==> images/m1.png <==
Bar = 20 µm.
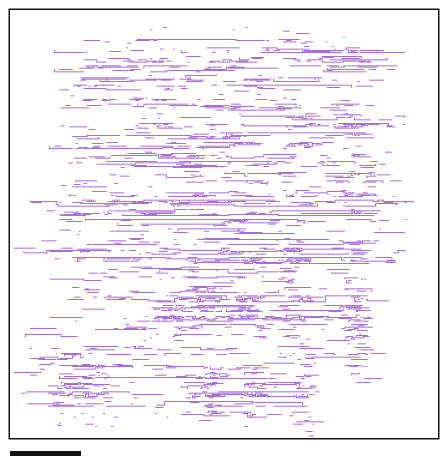
==> images/m2.png <==
Bar = 20 µm. Cells faint in the background.
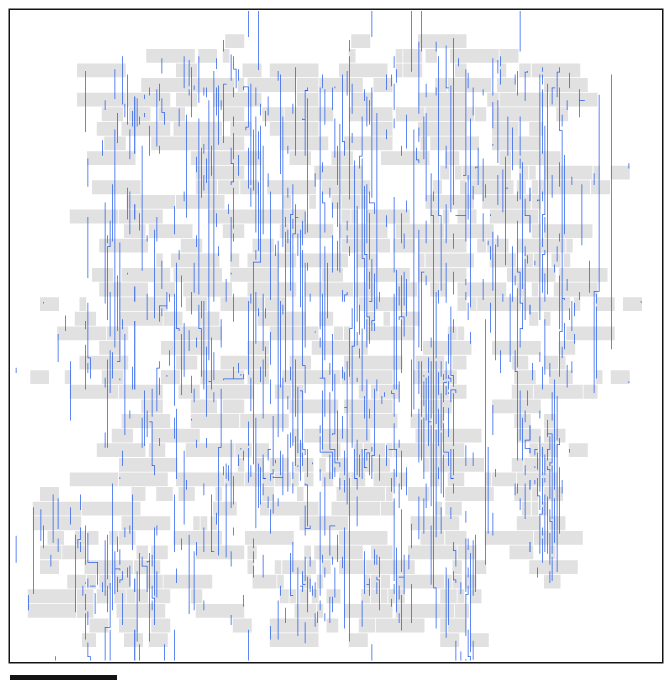
==> src/rtl/fizzbuzz_pkg.sv <==
// Shared types for the FizzBuzz token stream: token kinds, the buffered token
// record and the index-width helper used to size token values.
package fizzbuzz_pkg;

  // Storage width of a token value; tokenizers narrow it to their own index width.
  localparam int TOK_VALUE_W = 16;

  typedef enum logic [1:0] {
    TOK_NUM      = 2'd0,
    TOK_FIZZ     = 2'd1,
    TOK_BUZZ     = 2'd2,
    TOK_FIZZBUZZ = 2'd3
  } tok_kind_e;

  typedef struct packed {
    tok_kind_e               kind;
    logic [TOK_VALUE_W-1:0]  value;
  } token_t;

  localparam token_t TOKEN_NULL = '{kind: TOK_NUM, value: {TOK_VALUE_W{1'b0}}};

  function automatic int tok_value_width(input int max_cycles);
    return $clog2(max_cycles) + 1;
  endfunction

  function automatic tok_kind_e classify(input logic fizz, input logic buzz,
                                         input logic fizzbuzz);
    tok_kind_e kind;
    if (fizzbuzz) begin
      kind = TOK_FIZZBUZZ;
    end else if (fizz) begin
      kind = TOK_FIZZ;
    end else if (buzz) begin
      kind = TOK_BUZZ;
    end else begin
      kind = TOK_NUM;
    end
    return kind;
  endfunction

endpackage

==> src/rtl/fizzbuzz_tok_fifo.sv <==
// Synchronous token FIFO; a push is still accepted when full if a pop
// happens on the same edge.
module fizzbuzz_tok_fifo
  import fizzbuzz_pkg::*;
#(
  parameter int DEPTH = 8
) (
  input  logic                   clk,
  input  logic                   resetn,
  input  logic                   push,
  input  logic                   pop,
  input  token_t                 din,
  output token_t                 dout,
  output logic                   full,
  output logic                   empty,
  output logic [$clog2(DEPTH):0] count
);

  localparam int PW = $clog2(DEPTH);
  localparam int CW = PW + 1;

  token_t          mem_q [DEPTH];
  token_t          mem_d [DEPTH];
  logic [PW-1:0]   wr_ptr_q, wr_ptr_d;
  logic [PW-1:0]   rd_ptr_q, rd_ptr_d;
  logic [CW-1:0]   count_q, count_d;
  logic            push_ok_s, pop_ok_s;

  // Next-state for storage, pointers and occupancy.
  always_comb begin
    full      = (count_q == CW'(DEPTH));
    empty     = (count_q == CW'(0));
    pop_ok_s  = pop & ~empty;
    push_ok_s = push & (~full | pop_ok_s);
    mem_d     = mem_q;
    if (push_ok_s) begin
      mem_d[wr_ptr_q] = din;
      wr_ptr_d        = wr_ptr_q + PW'(1);
    end else begin
      wr_ptr_d = wr_ptr_q;
    end
    if (pop_ok_s) begin
      rd_ptr_d = rd_ptr_q + PW'(1);
    end else begin
      rd_ptr_d = rd_ptr_q;
    end
    case ({push_ok_s, pop_ok_s})
      2'b10:   count_d = count_q + CW'(1);
      2'b01:   count_d = count_q - CW'(1);
      default: count_d = count_q;
    endcase
  end

  // State registers, cleared by the asynchronous reset.
  always_ff @(posedge clk or negedge resetn) begin
    if (!resetn) begin
      for (int i = 0; i < DEPTH; i++) begin
        mem_q[i] <= TOKEN_NULL;
      end
      wr_ptr_q <= {PW{1'b0}};
      rd_ptr_q <= {PW{1'b0}};
      count_q  <= {CW{1'b0}};
    end else begin
      mem_q    <= mem_d;
      wr_ptr_q <= wr_ptr_d;
      rd_ptr_q <= rd_ptr_d;
      count_q  <= count_d;
    end
  end

  assign dout  = mem_q[rd_ptr_q];
  assign count = count_q;

endmodule

==> src/rtl/fizzbuzz_tokenizer.sv <==
// Samples the FizzBuzz generator flags once per cycle, classifies each sample
// into an indexed token, buffers it and streams it out with status reporting.
module fizzbuzz_tokenizer
  import fizzbuzz_pkg::*;
#(
  parameter int FIZZ       = 3,
  parameter int BUZZ       = 5,
  parameter int MAX_CYCLES = 100,
  parameter int DEPTH      = 8
) (
  input  logic                                    clk,
  input  logic                                    resetn,
  input  logic                                    fizz,
  input  logic                                    buzz,
  input  logic                                    fizzbuzz,
  output logic                                    tok_valid,
  input  logic                                    tok_ready,
  output logic [1:0]                              tok_kind,
  output logic [tok_value_width(MAX_CYCLES)-1:0]  tok_value,
  output logic                                    overflow,
  output logic [7:0]                              drop_count,
  output logic                                    flag_err,
  output logic                                    done
);

  localparam int VW = tok_value_width(MAX_CYCLES);
  localparam int CW = $clog2(DEPTH) + 1;
  localparam int FW = $clog2(FIZZ) + 1;
  localparam int BW = $clog2(BUZZ) + 1;
  localparam logic [VW-1:0] IDX_END   = VW'(MAX_CYCLES);
  localparam logic [FW-1:0] FIZZ_LAST = FW'(FIZZ - 1);
  localparam logic [BW-1:0] BUZZ_LAST = BW'(BUZZ - 1);

  logic [VW-1:0] idx_q, idx_d;
  logic [FW-1:0] fz_cnt_q, fz_cnt_d;
  logic [BW-1:0] bz_cnt_q, bz_cnt_d;
  logic          flag_err_q, flag_err_d;
  logic          overflow_q, overflow_d;
  logic [7:0]    drop_count_q, drop_count_d;
  logic          done_q, done_d;

  logic          sample_s, push_s, pop_s, mismatch_s, empty_next_s;
  logic          fifo_full_s, fifo_empty_s;
  logic [CW-1:0] fifo_count_s;
  token_t        token_s, head_s;
  logic          unused_value_s;

  fizzbuzz_tok_fifo #(.DEPTH(DEPTH)) u_fifo (
    .clk    (clk),
    .resetn (resetn),
    .push   (push_s),
    .pop    (pop_s),
    .din    (token_s),
    .dout   (head_s),
    .full   (fifo_full_s),
    .empty  (fifo_empty_s),
    .count  (fifo_count_s)
  );

  // Sampling, classification, consistency check and drop accounting.
  always_comb begin
    sample_s      = (idx_q < IDX_END);
    pop_s         = ~fifo_empty_s & tok_ready;
    push_s        = sample_s & (~fifo_full_s | pop_s);
    token_s.kind  = classify(fizz, buzz, fizzbuzz);
    token_s.value = TOK_VALUE_W'(idx_q);
    // fz/bz counters track idx modulo FIZZ/BUZZ so no divider is needed.
    mismatch_s    = (fizzbuzz != (fizz & buzz)) ||
                    (fizz != (fz_cnt_q == FW'(0))) ||
                    (buzz != (bz_cnt_q == BW'(0)));
    if (sample_s) begin
      idx_d    = idx_q + VW'(1);
      fz_cnt_d = (fz_cnt_q == FIZZ_LAST) ? FW'(0) : fz_cnt_q + FW'(1);
      bz_cnt_d = (bz_cnt_q == BUZZ_LAST) ? BW'(0) : bz_cnt_q + BW'(1);
    end else begin
      idx_d    = idx_q;
      fz_cnt_d = fz_cnt_q;
      bz_cnt_d = bz_cnt_q;
    end
    flag_err_d = flag_err_q | (sample_s & mismatch_s);
    if (sample_s && !push_s) begin
      overflow_d   = 1'b1;
      drop_count_d = (drop_count_q == 8'd255) ? drop_count_q : drop_count_q + 8'd1;
    end else begin
      overflow_d   = overflow_q;
      drop_count_d = drop_count_q;
    end
    // done is registered from next-state so it rises right after the final pop.
    case ({push_s, pop_s})
      2'b10:   empty_next_s = 1'b0;
      2'b01:   empty_next_s = (fifo_count_s == CW'(1));
      2'b11:   empty_next_s = 1'b0;
      default: empty_next_s = fifo_empty_s;
    endcase
    done_d = done_q | ((idx_d == IDX_END) & empty_next_s);
  end

  // Index, check counters and sticky status registers.
  always_ff @(posedge clk or negedge resetn) begin
    if (!resetn) begin
      idx_q        <= {VW{1'b0}};
      fz_cnt_q     <= {FW{1'b0}};
      bz_cnt_q     <= {BW{1'b0}};
      flag_err_q   <= 1'b0;
      overflow_q   <= 1'b0;
      drop_count_q <= 8'd0;
      done_q       <= 1'b0;
    end else begin
      idx_q        <= idx_d;
      fz_cnt_q     <= fz_cnt_d;
      bz_cnt_q     <= bz_cnt_d;
      flag_err_q   <= flag_err_d;
      overflow_q   <= overflow_d;
      drop_count_q <= drop_count_d;
      done_q       <= done_d;
    end
  end

  // Head token presentation; fields read as zero while nothing is buffered.
  always_comb begin
    tok_valid      = ~fifo_empty_s;
    unused_value_s = ^head_s.value;
    if (fifo_empty_s) begin
      tok_kind  = 2'd0;
      tok_value = {VW{1'b0}};
    end else begin
      tok_kind  = head_s.kind;
      tok_value = head_s.value[VW-1:0];
    end
  end

  assign overflow   = overflow_q;
  assign drop_count = drop_count_q;
  assign flag_err   = flag_err_q;
  assign done       = done_q;

endmodule

==> config.mk <==
export PLATFORM = sky130hd
export DESIGN_NAME = fizzbuzz_tokenizer
export DESIGN_NICKNAME = d
export VERILOG_FILES = /design/src/rtl/fizzbuzz_pkg.sv /design/src/rtl/fizzbuzz_tok_fifo.sv /design/src/rtl/fizzbuzz_tokenizer.sv
export SDC_FILE = /design/constraint.sdc
export NUM_CORES = 1
export LEC_CHECK = 0
export CAP_MARGIN = 20
export CORE_MARGIN = 2
export CORE_UTILIZATION = 40
export CTS_CLUSTER_SIZE = 28
export DETAILED_ROUTE_END_ITERATION = 6
export HOLD_SLACK_MARGIN = 0.1
export PLACE_DENSITY = 0.57
export SLEW_MARGIN = 15
export SYNTH_ARGS = -nofsm -noshare
export SYNTH_HDL_FRONTEND = slang
export SYNTH_SLANG_ARGS = --single-unit
==> constraint.sdc <==
create_clock -name clk -period 3.7 [get_ports clk]
set_clock_uncertainty 0.1 [all_clocks]
set_input_delay 0.74 -clock clk [delete_from_list [all_inputs] [get_ports clk]]
set_output_delay 0.74 -clock clk [all_outputs]
set_load 0.02 [all_outputs]
==> impl_metrics.tcl <==
# collected from the flow reports
set metrics [dict create \
    placed_cell_area_um2 5980 \
    finalMaxSlewViolations 0 \
    cts_resized 0 \
    p_seq_share_pct 34.2 \
    antenna_left 0 \
    die_y_um 121 \
    leakagePower_nw 2.83 \
    numCtsBuffers 17 \
    seq_power_w 0.00197 \
    crit_start "u_fifo.rd_ptr_q[0]" \
    syn-num-nets 458 \
    post-route-period-util_pct 91.0 \
    cpMaxStageDelayCell "mux4_2" \
    portBuffers 27 \
    synth.cell_area_um2 5510 \
    clk_pin_slew_ns 0.05 \
    cts_sinks 116 \
    max_freq_mhz 297 \
    critical_path.max_fanout 22 \
    htree_levels 4 \
    crit_required_ns 2.86 \
    fin_cells 662 \
    period_needed_ns 3.37 \
    grt_overflow 0 \
    dieArea_um2 14700 \
    core_um2 13300 \
    comb_area_um2 2470 \
    final-setup-viol-count 0 \
    yosys-top-cells-area "dfrtp_1 53%, mux2_2 11%, mux4_2 8.2%" \
    powerClk_w 0.00177 \
    final_common_cell "dfrtp_1" \
    drive_gt1_share_pct 25.3 \
    stdcell_area_um2 6630 \
    syn_avg_cell_area_um2 12.5 \
    fp-row-count 42 \
    switching_share_pct 31.1 \
    min_path_type "input port to asynchronous set/reset pin" \
    synth.top_cell.area_share_pct 52.6 \
    rrSetupSlack_ns 0.96 \
    r2r-start "u_fifo.count[1]" \
    synth-edff-count 0 \
    power_frac_clock_pct 30.7 \
    grt_max_degree 63 \
    synth-warning-count 0 \
    drtIter0Drc 221 \
    drcViolationCount 0 \
    ys.flops 116 \
    worst_r2r_endpoint "u_fifo.mem_q[36]" \
    diodes 0 \
    flop_area_um2 2900 \
    crit_end "tok_value[0]" \
    cp.depth 5 \
    path_cells "buf_4 > mux4_2 > mux2i_1 > nor2_1 > clkdlybuf4s50_1" \
    dp_hpwl_mm 7.54 \
    io-pin-count 28 \
    path_buffers 2 \
    root_buffer "clkbuf_16" \
    track_usage_pct 17.5 \
    switchingPower_w 0.00180 \
    drt_pre_antenna_iters 4 \
    crit_arrival_ns 2.53 \
    cap_violations 0 \
    fin_tns_setup_ns 0 \
    crit_path_end_kind "output pin" \
    synthFlopType "dfrtp_1" \
    synth_cells 442 \
    die_width_um 121 \
    cts_setup_buffers 0 \
    synth.distinct_cells 46 \
    fill_cells 1196 \
    fin_ws_ns 0.331 \
    grt_antenna_before_repair 0 \
    combPwrFrac_pct 35.1 \
    finalPower_w 0.00576 \
    cts.path.max_buffers 2 \
    status "finished clean" \
    cts-hold-fix-buffers 0 \
    place.gp.congestion 0.800 \
    syn_to_final_growth_pct 20.3 \
    grt_pass1_vias 3573 \
    clk_latency_ns 0.42 \
    ys_seq_share_pct 52.6 \
    wire_per_inst_um 17.7 \
    hold_violations 0 \
    ys_cells 442 \
    place_ws_ns 0.554 \
    largest_area_cell "dfrtp_1" \
]
About m1.png:
The wires run mostly horizontal. The layer carries 5500 µm of wire.
WL final: 11.7 mm
via count: 3552
met1 usage: 23.5%

About m2.png:
404 nets have wire on it. The longest straight run is 69.3 µm. The layer holds 48% of the routed length. The layer carries 5580 µm of wire. The wires run mostly vertical.

sequential cells by signal, indices dropped and copies added, names as in the netlist, 3 cells and up:
name / count
u_fifo.mem_q: 80
drop_count: 8
idx_q: 8
bz_cnt_q: 4
u_fifo.count: 4
fz_cnt_q: 3
u_fifo.rd_ptr_q: 3
u_fifo.wr_ptr_q: 3
kinds of logic after synthesis:
family,after synthesis,synth area share (%)
buffers and inverters,37,2.95
multiplexers,85,21.3
adder cells (fa/ha/maj),10,2.27
AND/OR/NAND/NOR,116,10.8
XOR/XNOR,21,3.34
AND-OR/OR-AND,57,6.76
flip-flops,116,52.6
cell type report:
cell class / count / share of cell area, %
Multi-Input combinational cell: 289 / 37.2
Tap cell: 176 / 3.32
Sequential cell: 116 / 43.8
Timing Repair Buffer: 38 / 5.34
Inverter: 11 / 0.623
Clock inverter: 7 / 2.15
Clock buffer: 25 / 7.62
Yosys cell counts (all sizes together) (2+ instances only):
cell type,n
a2111oi,2
a21o,2
a21oi,16
a31oi,2
and2,7
and3,3
and4,3
buf,10
clkbuf,16
dfrtp,116
ha,10
inv,11
mux2,54
mux2i,11
mux4,20
nand2,30
nand2b,2
nand3,8
nand4,5
nor2,32
nor2b,9
nor3,4
nor3b,2
nor4,4
o2111a,3
o2111ai,3
o21ai,24
xnor2,16
xor2,5
per-layer routing:
layer | GRT usage (%) | vias to the layer above | routed length, µm
li1 | - | 1658 | -
met1 | 23.5 | 1815 | 5500
met2 | 27.3 | 64 | 5580
met3 | 4.23 | 15 | 467
met4 | 7.11 | 0 | 196
met5 | 0 | - | 0
stage by stage:
stage          hold WS [ns]  util (%)
6_report              0.304      49.7
3_5_place_dp          0.365      44.8
2_1_floorplan         0.344         -
5_1_grt               0.376      49.7
3_3_place_gp          0.358      44.8
4_1_cts               0.332      49.7
